Design fnv1a_hash_sequencer, sky130hd; sources not shown.
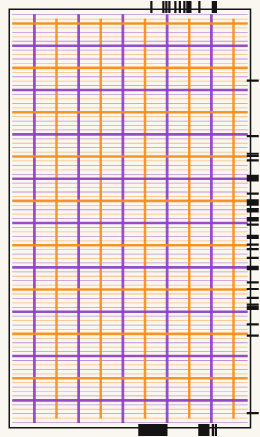
run_1/pdn.png
Pins as bars on the die edge.
| colour | net |
|---|---|
| purple | VSS |
| orange | VDD |
met1 rails: 93
rows: 92
met4 straps: 10
met5 straps: 18
signal pins: 75
core area: 36140 um2
Worst VDD drop: 0.0001885 V
Chip Height: 255.8 um

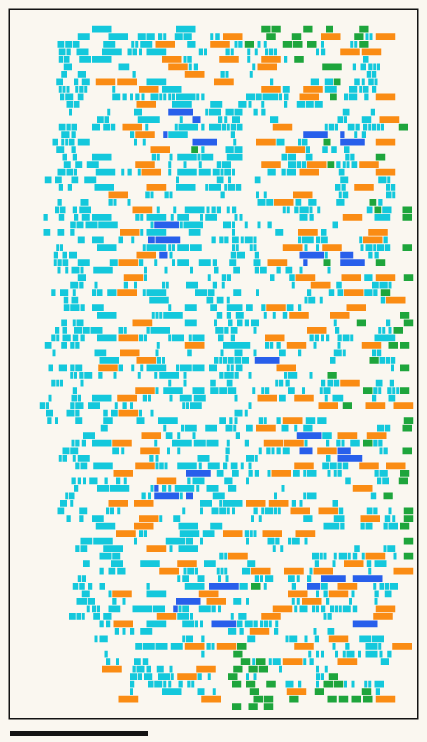
run_1/cell_classes.png
Bar = 50 um.
| colour | class | cells | share of their area |
|---|---|---|---|
| green | other buffers and delay cells | 83 | 6.7% |
| cyan | all other logic | 1137 | 63% |
| blue | clock drivers and dummy loads | 32 | 4.9% |
| orange | flip-flops | 154 | 25% |
Finished Core Util: 35.25%
Layout Cell Area excl Fill: 12740 um2
fraction of area in registers: 24.20%
row count: 92

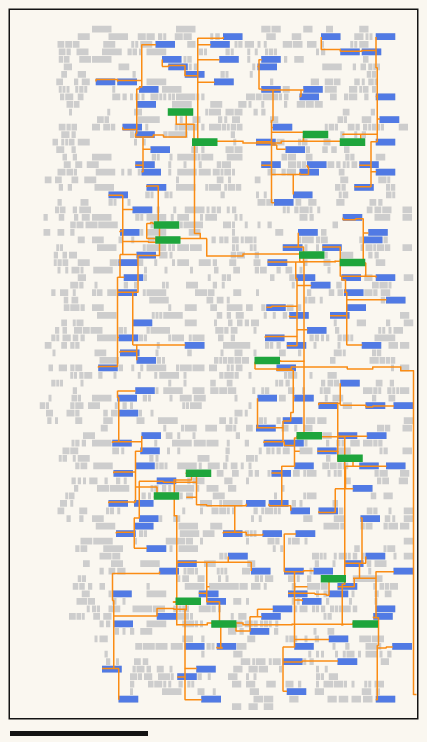
run_1/clock_map.png
Bar = 50 um.
[orange] clock wires | length: 2560 um
[green] cells driving clock nets | count: 17
[blue] flip-flops | count: 154
flops lie: all over the die
routed clock nets: 18
power in the clock group: 1.04 mW
clock share of power: 46.8%

==> flow_summary.html, run 1 <==
<h2>Synthesis and place &amp; route</h2>
<table>
<tr><th>Metric</th><th>Value</th></tr>
<tr><th colspan="2">Final layout</th></tr>
<tr><td>Fraction of standard cell area in multi-input logic</td><td>56.92%</td></tr>
<tr><td>Number of clock buffers in the layout</td><td>21</td></tr>
<tr><th colspan="2">Floorplanning</th></tr>
<tr><td>Floorplan utilization</td><td>30.56%</td></tr>
<tr><td>Tap cell count</td><td>470</td></tr>
<tr><th colspan="2">Final timing</th></tr>
<tr><td>Final setup TNS</td><td>0 ps</td></tr>
<tr><td>Worst-case headroom to the max-slew limit</td><td>27.22%</td></tr>
<tr><th colspan="2">Setup path</th></tr>
<tr><td>Register-to-register path setup slack</td><td>between 2000 and 2500 ps</td></tr>
<tr><td>Stages on worst setup path</td><td>12</td></tr>
<tr><td>Sort of element at the start of the critical path</td><td>register</td></tr>
<tr><td>Worst EP required</td><td>around 6800 ps</td></tr>
<tr><th colspan="2">Global route</th></tr>
<tr><td>Global-route wire length before repair</td><td>59840 um</td></tr>
<tr><th colspan="2">Run status</th></tr>
<tr><td>Status</td><td>complete, no violations</td></tr>
<tr><th colspan="2">Route</th></tr>
<tr><td>Wire length on met3</td><td>732 um</td></tr>
<tr><td>Routed length on met1</td><td>14960 um</td></tr>
<tr><th colspan="2">Synthesis</th></tr>
<tr><td>YS chip area</td><td>11040 um2</td></tr>
<tr><td>Gate Count Post-Synth</td><td>1352</td></tr>
<tr><td>Flip-flop cell with the highest count after synthesis</td><td>dfxtp_1</td></tr>
<tr><td>Most numerous cell in the Yosys netlist</td><td>nand2_1</td></tr>
<tr><td>Most used standard cells in the synthesized netlist</td><td>186 x nand2_1, 154 x dfxtp_1, 141 x a21oi_1, 133 x nor2_1, 106 x inv_1</td></tr>
<tr><th colspan="2">Clock tree</th></tr>
<tr><td># hold bufs at CTS</td><td>0</td></tr>
<tr><th colspan="2">Power</th></tr>
<tr><td>Leakage power summed over all cells</td><td>5.345 nW</td></tr>
</table>
-- run 1: power groups by stage --
stage | logic (mW) | clock network [mW] | registers (mW)
2_1_floorplan | 0.125 | 0 | 1.00
3_3_place_gp | 0.190 | 0 | 1.01
3_5_place_dp | 0.190 | 0 | 1.01
4_1_cts | 0.191 | 1.07 | 0.993
5_1_grt | 0.209 | 1.10 | 0.995
6_report | 0.188 | 1.04 | 0.993
-- run 1: per-stage QoR --
step / utilization, % / std cells / worst slack, ps
6_report: 35.25 / 1876 / 2480
3_3_place_gp: 33.60 / 1844 / 2387
2_1_floorplan: - / 1352 / 3021
3_5_place_dp: 33.60 / 1844 / 2398
5_1_grt: 35.25 / 1876 / 2225
4_1_cts: 35.25 / 1876 / 2380
run_1/final_clocks.png
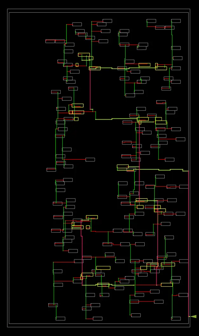

==> inputs of run 2 (changes only) <==
==> constraint.sdc (replaced) <==
create_clock -name clk -period 3.23 [get_ports clk]
set_input_delay 0.646 -clock clk [delete_from_list [all_inputs] [get_ports clk]]
set_output_delay 0.646 -clock clk [all_outputs]
set_load 0.01 [all_outputs]
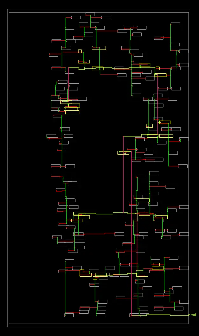
run_2/final_clocks.png
CTS buffer count: 17
number of flip-flops and latches: 154
final clock skew: 10.41 ps

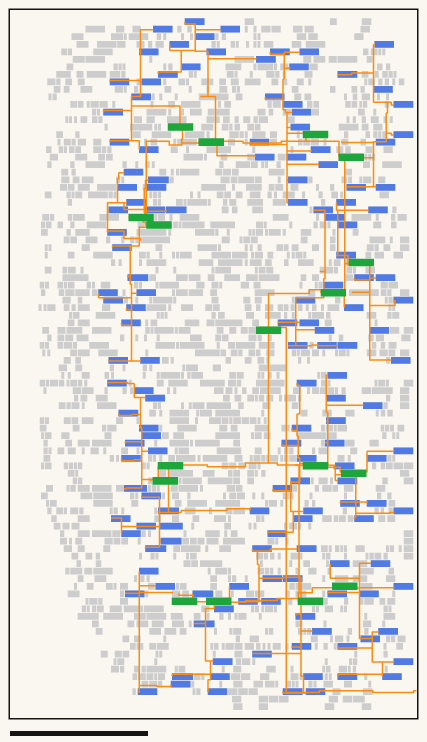
run_2/clock_map.png
Bar = 50 um.
[orange] clock wires | length: 2420 um
[blue] flip-flops | count: 154
[green] cells driving clock nets | count: 17
routed clock nets: 18
power in the clock group: 2.30 mW
clock share of power: 48.5%
clk latency late pin: 440 ps

==> flow_summary.html, run 2 <==
<h2>Synthesis and place &amp; route</h2>
<table>
<tr><th>Metric</th><th>Value</th></tr>
<tr><th colspan="2">Global route</th></tr>
<tr><td>Global-route wire length before repair</td><td>61940 um (+3.5%)</td></tr>
<tr><th colspan="2">Route</th></tr>
<tr><td>Number of remaining DRC errors</td><td>0</td></tr>
<tr><th colspan="2">Clock tree</th></tr>
<tr><td>Total of cells resized after clock tree synthesis</td><td>a little over 60</td></tr>
<tr><td># hold bufs at CTS</td><td>0 (unchanged)</td></tr>
<tr><td>Max H-tree Level</td><td>4</td></tr>
<tr><th colspan="2">Run status</th></tr>
<tr><td>Violations in the final reports</td><td>negative setup slack</td></tr>
<tr><td>Status</td><td>complete, but fails checks</td></tr>
<tr><th colspan="2">Final timing</th></tr>
<tr><td>Final setup fails</td><td>9</td></tr>
<tr><td>Final period utilization</td><td>104.7%</td></tr>
<tr><td>PnR worst setup slack</td><td>-151.1 ps (-2631 ps)</td></tr>
<tr><td>Final setup TNS</td><td>-739.5 ps (-739.5 ps)</td></tr>
<tr><td>Worst-case headroom to the max-slew limit</td><td>21.71% (-5.5 points)</td></tr>
<tr><th colspan="2">Setup path</th></tr>
<tr><td>Cell breakdown of the critical path</td><td>inv_2, fa_1, inv_1, ha_1, ha_2, inv_2, fa_2, and2b_2, o211ai_1, buf_4, a211oi_4, o211ai_1, buf_4, nor2b_4, xnor2_1, a22o_1</td></tr>
<tr><td>Register-to-register path setup slack</td><td>-150 ps (-2630 ps)</td></tr>
<tr><td>Worst EP required</td><td>3570 ps (-3260 ps)</td></tr>
<tr><td>Stages on worst setup path</td><td>16 (+4)</td></tr>
<tr><th colspan="2">Synthesis</th></tr>
<tr><td>Most numerous cell in the Yosys netlist</td><td>nand2_1</td></tr>
<tr><td>Flip-flop cell with the highest count after synthesis</td><td>dfxtp_1</td></tr>
<tr><td>Unique cell type count in the Yosys netlist</td><td>approximately 82</td></tr>
<tr><td>Gate Count Post-Synth</td><td>1352 (unchanged)</td></tr>
<tr><td>YS chip area</td><td>11040 um2 (unchanged)</td></tr>
<tr><th colspan="2">Final layout</th></tr>
<tr><td>Finished Core Util</td><td>40.86% (+5.6 points)</td></tr>
<tr><td>Count of non-filler cells in the finished layout</td><td>2038 (+8.6%)</td></tr>
<tr><td>Layout Cell Area excl Fill</td><td>14770 um2 (+16%)</td></tr>
<tr><th colspan="2">Floorplanning</th></tr>
<tr><td>Area of the die</td><td>37620 um2</td></tr>
<tr><td>Core area</td><td>36140 um2 (unchanged)</td></tr>
<tr><td>Chip Height</td><td>255.8 um (unchanged)</td></tr>
<tr><td>Row count</td><td>92 (unchanged)</td></tr>
<tr><th colspan="2">Placement</th></tr>
<tr><td>Pre-CTS setup slack</td><td>-280.7 ps (-2679 ps)</td></tr>
<tr><td>Placed instance count</td><td>1996 (+8.2%)</td></tr>
<tr><th colspan="2">Power</th></tr>
<tr><td>Power attributed to combinational cells</td><td>455 uW (+140%)</td></tr>
<tr><td>Top power group</td><td>the clock network</td></tr>
<tr><td>Leakage power summed over all cells</td><td>6.253 nW (+17%)</td></tr>
<tr><td>Sequential-cell power consumption</td><td>1.99 mW (+100%)</td></tr>
<tr><td>Worst VDD drop</td><td>0.0003823 V (+100%)</td></tr>
</table>
## run 2: cell counts after synthesis
No cell type changed its count.
## run 2: kinds of logic (layout without fill, tap and decap cells)
family | count (synthesis) | in the layout | synth area share [%]
and+or+nand+nor | 461 | 461 | 19.15
xor gates and xnor gates | 57 | 57 | 4.645
AOI/OAI and AO/OA | 370 | 370 | 21.90
adders and majority gates | 135 | 135 | 19.30
muxes | 7 | 7 | 0.6458
DFF | 154 | 154 | 27.91
buffers and inverters | 168 | 384 | 6.446
## run 2: layout make-up
type,instances,area [um2]
Timing Repair Buffer,247,2147
Clock buffer,20,478.0
Sequential cell,154,3104
Fill cell,3754,21370
Clock inverter,10,187.7
Multi-Input combinational cell,1030,7860
Inverter,107,405.4
Tap cell,470,588.1
Power and IR drop assume default switching activity.
